==> src/rtl/stream_mux_pkg.sv <==
// stream_mux_pkg
// Shared types and helpers for the stream multiplexer/arbiter.
//   mux_mode_e : selection mode (fixed select or round-robin)
//   rr_next    : next round-robin start index, wrapping at n (any n >= 1)
package stream_mux_pkg;

  typedef enum logic {
    MODE_FIXED = 1'b0,
    MODE_RR    = 1'b1
  } mux_mode_e;

  // Compare-and-wrap instead of a true modulo so non-power-of-two channel
  // counts wrap cleanly back to channel 0 without a divider.
  function automatic int unsigned rr_next(input int unsigned idx, input int unsigned n);
    return (idx + 32'd1 >= n) ? 32'd0 : idx + 32'd1;
  endfunction

endpackage

==> src/rtl/rr_arbiter.sv <==
// rr_arbiter
// Round-robin arbiter that owns the rotating priority pointer.
// Ports:
//   clk         : rising-edge clock
//   arst        : asynchronous reset, active-low (pointer returns to 0)
//   req         : per-channel request vector
//   advance     : a grant was consumed this cycle; move the pointer past it
//   grant_valid : at least one request is present
//   grant_idx   : winning channel, first request at or after the pointer
module rr_arbiter
  import stream_mux_pkg::*;
#(
  parameter  int NUM_INPUTS = 8,
  localparam int SEL_WIDTH  = $clog2(NUM_INPUTS)
) (
  input  logic                  clk,
  input  logic                  arst,
  input  logic [NUM_INPUTS-1:0] req,
  input  logic                  advance,
  output logic                  grant_valid,
  output logic [SEL_WIDTH-1:0]  grant_idx
);

  logic [SEL_WIDTH-1:0] rr_ptr;
  int                   cand;
  int unsigned          ptr_next;

  // Walk the channels starting at the pointer, ascending with wrap, and
  // latch onto the first requester. The candidate index is wrapped by a
  // subtraction so it stays legal when NUM_INPUTS is not a power of two.
  always_comb begin
    grant_valid = 1'b0;
    grant_idx   = '0;
    cand        = 0;
    for (int i = 0; i < NUM_INPUTS; i++) begin
      cand = 32'(rr_ptr) + i;
      if (cand >= NUM_INPUTS) begin
        cand = cand - NUM_INPUTS;
      end
      if (!grant_valid && req[cand[SEL_WIDTH-1:0]]) begin
        grant_valid = 1'b1;
        grant_idx   = cand[SEL_WIDTH-1:0];
      end
    end
  end

  // Next pointer sits just past the current winner.
  always_comb begin
    ptr_next = rr_next(32'(grant_idx), NUM_INPUTS);
  end

  // The pointer only moves when the winner actually transferred, so a
  // stalled output never costs a channel its turn.
  always_ff @(posedge clk or negedge arst) begin
    if (!arst) begin
      rr_ptr <= '0;
    end else if (advance) begin
      rr_ptr <= ptr_next[SEL_WIDTH-1:0];
    end
  end

endmodule

==> src/rtl/stream_mux_arb.sv <==
// stream_mux_arb
// N-to-1 valid/ready stream multiplexer with a single registered output
// stage. The source is picked either by a fixed select field or by
// round-robin arbitration among the valid inputs.
// Ports:
//   clk, arst : rising-edge clock, asynchronous active-low reset
//   i_mode    : 0 = fixed select (i_sel), 1 = round-robin
//   i_sel     : channel index used in fixed mode (out of range grants nothing)
//   i_valid   : per-channel valid
//   i_data    : packed channel data, channel k at [k*DATA_WIDTH +: DATA_WIDTH]
//   o_ready   : per-channel ready, combinational, at most one bit set
//   o_valid   : registered output valid
//   o_data    : registered output word
//   o_src     : registered index of the channel that produced o_data
//   i_ready   : downstream ready
module stream_mux_arb
  import stream_mux_pkg::*;
#(
  parameter  int DATA_WIDTH = 32,
  parameter  int NUM_INPUTS = 8,
  localparam int SEL_WIDTH  = $clog2(NUM_INPUTS)
) (
  input  logic                             clk,
  input  logic                             arst,
  input  logic                             i_mode,
  input  logic [SEL_WIDTH-1:0]             i_sel,
  input  logic [NUM_INPUTS-1:0]            i_valid,
  input  logic [NUM_INPUTS*DATA_WIDTH-1:0] i_data,
  output logic [NUM_INPUTS-1:0]            o_ready,
  output logic                             o_valid,
  output logic [DATA_WIDTH-1:0]            o_data,
  output logic [SEL_WIDTH-1:0]             o_src,
  input  logic                             i_ready
);

  mux_mode_e            mode;
  logic                 load_en;
  logic                 fixed_valid;
  logic                 rr_valid;
  logic [SEL_WIDTH-1:0] rr_idx;
  logic                 grant_valid;
  logic [SEL_WIDTH-1:0] grant_idx;
  logic                 transfer;
  logic [DATA_WIDTH-1:0] chan [NUM_INPUTS];

  assign mode    = mux_mode_e'(i_mode);
  // The output register can take a word when it is empty or draining.
  assign load_en = !o_valid || i_ready;
  // A grant always points at a valid channel, so load_en plus a grant is
  // exactly one input-side handshake.
  assign transfer = load_en && grant_valid;

  // Unpack the flat data bus so the selected channel is a plain array read.
  always_comb begin
    for (int k = 0; k < NUM_INPUTS; k++) begin
      chan[k] = i_data[k*DATA_WIDTH +: DATA_WIDTH];
    end
  end

  // Fixed-mode request: selects beyond the channel count are simply idle,
  // which matters when NUM_INPUTS is not a power of two.
  always_comb begin
    fixed_valid = 1'b0;
    if (32'(i_sel) < NUM_INPUTS) begin
      fixed_valid = i_valid[i_sel];
    end
  end

  rr_arbiter #(
    .NUM_INPUTS (NUM_INPUTS)
  ) u_arb (
    .clk         (clk),
    .arst        (arst),
    .req         (i_valid),
    .advance     (transfer && (mode == MODE_RR)),
    .grant_valid (rr_valid),
    .grant_idx   (rr_idx)
  );

  // Mode picks which grant source drives the handshake; changing mode only
  // affects the next evaluation, never the word already registered.
  always_comb begin
    if (mode == MODE_RR) begin
      grant_valid = rr_valid;
      grant_idx   = rr_idx;
    end else begin
      grant_valid = fixed_valid;
      grant_idx   = i_sel;
    end
  end

  // Ready is one-hot on the granted channel and only while the output can load.
  always_comb begin
    o_ready = '0;
    if (transfer) begin
      o_ready[grant_idx] = 1'b1;
    end
  end

  // Output stage: on a load cycle take the granted word, or go empty while
  // keeping the last data/source visible. When stalled everything holds.
  always_ff @(posedge clk or negedge arst) begin
    if (!arst) begin
      o_valid <= 1'b0;
      o_data  <= '0;
      o_src   <= '0;
    end else if (load_en) begin
      o_valid <= transfer;
      if (transfer) begin
        o_data <= chan[grant_idx];
        o_src  <= grant_idx;
      end
    end
  end

endmodule

==> config.mk <==
export PLATFORM = sky130hd
export DESIGN_NAME = stream_mux_arb
export DESIGN_NICKNAME = d
export VERILOG_FILES = /design/src/rtl/stream_mux_pkg.sv /design/src/rtl/rr_arbiter.sv /design/src/rtl/stream_mux_arb.sv
export SDC_FILE = /design/constraint.sdc
export NUM_CORES = 1
export LEC_CHECK = 0
export CAP_MARGIN = 15
export CORE_AREA = 2 2 123 125
export DETAILED_ROUTE_END_ITERATION = 7
export DIE_AREA = 0 0 125 127
export GPL_ROUTABILITY_DRIVEN = 0
export PLACE_DENSITY = 0.84
export SLEW_MARGIN = 20
export SYNTH_ARGS = -nofsm -noshare
export SYNTH_HDL_FRONTEND = slang
export SYNTH_SLANG_ARGS = --single-unit
export TNS_END_PERCENT = 1
==> constraint.sdc <==
create_clock -name clk -period 10.3 [get_ports clk]
set_clock_uncertainty 0.2 [all_clocks]
set_input_delay 1.545 -clock clk [delete_from_list [all_inputs] [get_ports clk]]
set_output_delay 1.545 -clock clk [all_outputs]
set_load 0.05 [all_outputs]
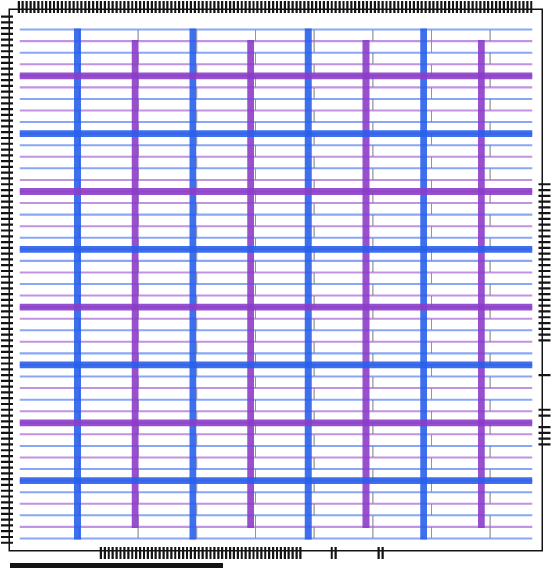
**Above:** floorplan with the power grid.
Bar = 50 um. Pins as bars on the die edge. Tap cells in gray.
- VDD: purple
- VSS: blue
- rows: 44
- met5 straps: 8
Core ar.: 0.0144 sq mm
Die Y: 127 um

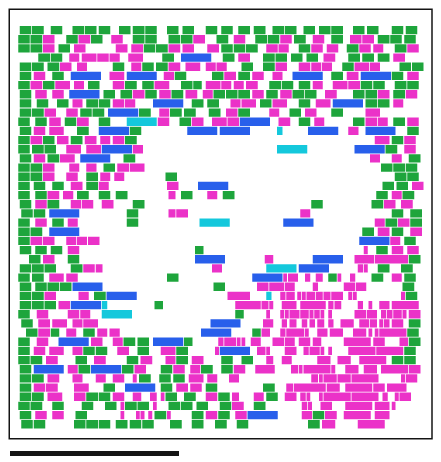
**Above:** cells colored by class.
Bar = 50 um.
- sequential cells: blue (cells 39; share of their area 12%)
- remaining buffers and delay cells: green (cells 321; share of their area 40%)
- remaining logic cells: magenta (cells 384; share of their area 46%)
- clock drivers and dummy loads: cyan (cells 8; share of their area 1.8%)

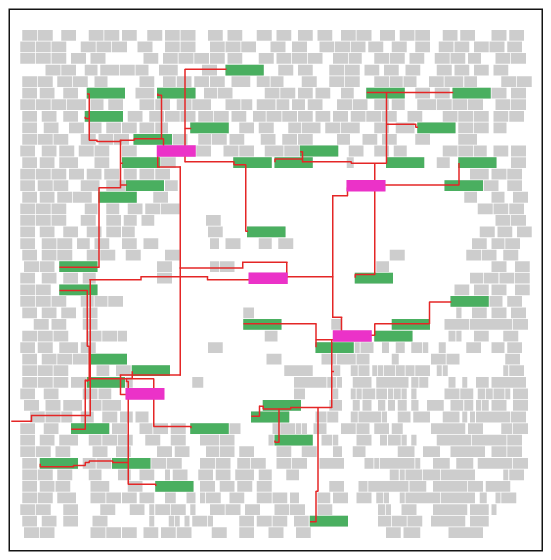
**Above:** clock wires, drivers and flops.
- clock-net drivers: magenta (count 5)
- flip-flops: green (count 39)
- clock wires: red (length 813 um)
- routed clock nets: 6
clock group total power: 0.000159 W
clk_lat worst skew: 0.29 ns
proportion of power drawn by the clock network: 6.3%

==> deck_impl_summary.md <==
Implementation Results

Outcome
  • Status: finished clean

Placed design
  • Dpl cells: 928
  • I/O Buffers: 314
  • Placed cell area: 0.00803 sq mm
  • Hpwl dp: 15,400 um

Clock network
  • H-tree levels: 2
  • Post-CTS resize count: 0
  • Cts hold-fix bufs: 0
  • Clock root buffer master: clkbuf_16
  • Clock-pin transition on the worst setup and hold timing paths: 0.06 ns
  • Total clock sinks: 39
  • TritonCTS clock tree: yes
  • Clock tree buffer depth: 2

Final layout
  • Sequential cell area share: 11.9%
  • Finished Cell Area: 0.00818 sq mm
  • Comb. cell area: 0.00360 sq mm
  • Repair and plain buffers: 321
  • Top Registers: o_data x32, o_src x3, u_arb.rr_ptr x3
  • Layout cell share with drive strength beyond 1: 11.0%
  • Max reg flops: 32
  • Largest class: logic gates
  • Fill cells: 1,286
  • Flop count: 39
  • Ant. Diodes: 1
  • Clk tree area frac: 1.71%
  • Most frequent cells in the layout: clkdlybuf4s50_1 (313), mux2i_1 (140), dfrtp_1 (39)
  • Multi-input gate count: 375
  • Logic share of the area: 44.0%
  • Logic inverters: 9
  • # clk buffers: 5
  • Most common cell after layout, fill and taps aside: clkdlybuf4s50_1

Hold path
  • Hold WC Path Type: flop to flop
  • Hold path start: o_data[9]

Final timing
  • Worst hold slack: 0.303 ns
  • Fin. Hold Viols: 0
  • Final setup vio count: 0
  • Final Worst Setup Slack: 2.47 ns
  • Fmax achieved: 128 MHz
  • Slew HR: 32.7%
  • Unrepaired setup endpoints after global routing: false
  • Final worst-path cycle share: 76.0%

Setup path
  • CP startpoint kind: flop
  • CP Capture Type: output pin
  • Slowest cell on crit path: dfrtp_1
  • CP Capture Point: o_ready[1]
  • WP data arrival: 6.08 ns
  • Cells on worst reg2reg path: 12
  • Required @ worst endpoint: 8.56 ns
  • Reg2reg start: u_arb.rr_ptr[0]
  • Setup CP Type: flop to output pin
  • Worst path depth: 12
  • Worst Setup SP: u_arb.rr_ptr[0]
  • CP Buf/Inv Count: 3
  • Cell family with most CP delay: buffers and inverters

Synth
  • Max-area cell share: 29.2%
  • Area fraction in mux cells: 38.8%
  • Adder share: 0.782%
  • Compound Share, Synth: 27.4%
  • Yosys stat chip area: 0.00480 sq mm
  • Basic Gates by Area: 5.97%
  • Flops after synth: 39
  • Xor+xnor area frac: 0.938%
  • Post-synth EDFFs: 0
  • Comb area leader: multiplexers
  • Syn Inst Count: 467
  • Synth area leader: mux2i_1
  • Synth cell count leaders: mux2i_1 (140), dfrtp_1 (39), o22a_1 (33)
  • Post-synth ARST share: 100%
  • Top cells, area: mux2i_1 (29%), dfrtp_1 (20%), o22ai_2 (7.3%), mux4_2 (7.0%), o22a_1 (6.0%)
  • Yosys top cell by instances: mux2i_1
  • Synth Warn #: 0
  • Commonest flop: dfrtp_1
  • Syn nets: 741
  • Yosys cell count: 467

Route
  • Antenna Violating Nets Remaining: 0
  • Total Wirelength: 19,700 um
  • Starting DRC count in detailed routing: 242
  • Vias: 5,208
  • DR vias/cell: 5.56
  • # DRC: 0
  • TritonRoute pass-1 iters: 4

Power and ir drop
  • Final total power: 0.00253 W
  • Seq group: 0.000310 W
  • Top power consumer group: combinational logic
  • Pwr dens: 310 mW/mm^2
  • Comb power frac: 81.4%
  • Switching pwr: 0.00133 W
  • Pint: 0.00120 W
  • Sequential Power Share: 12.3%
  • Worst vdd ir: 0.146 mV
  • Switch share: 52.6%

Floorplanning
  • Initial Util: 33.3%
  • FP Rows: 44
  • Die Size: 0.0159 sq mm
  • Die Span X: 125 um
  • I/O Pins: 315
  • N_taps: 184

GRT
  • Vias in the first global route: 5,444
  • Pin count of the biggest net entering global routing: 74
  • Gr ovfl total: 0
  • First-pass GRT wire length: 30,100 um
  • Met2 Use GR: 43.2%

Job
  • Tool warnings: 27
  • MaxCap Viol Count: 0
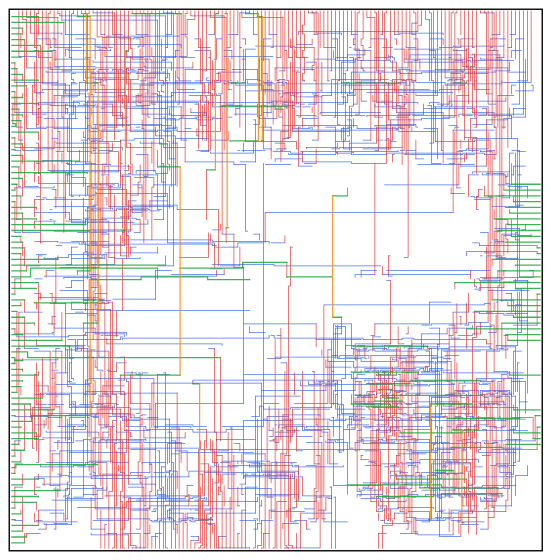
**Above:** wiring by layer.
- M4: orange (wire length 511 um)
- M2: red (wire length 10,400 um)
- M1: blue (wire length 7,580 um)
- M3: green (wire length 1,280 um)
wire per inst: 21.1 um
Tot GR Track Use: 23.9%

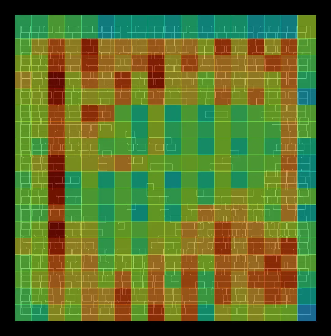
**Above:** routing congestion map.
M3 GR Usage: 4.82%
met1 Usage GRT: 28.7%
post-layout util: 56.7%
busiest metal layer after global routing: met2

Power figures rest on the tool's default switching activity, not on a simulated workload.
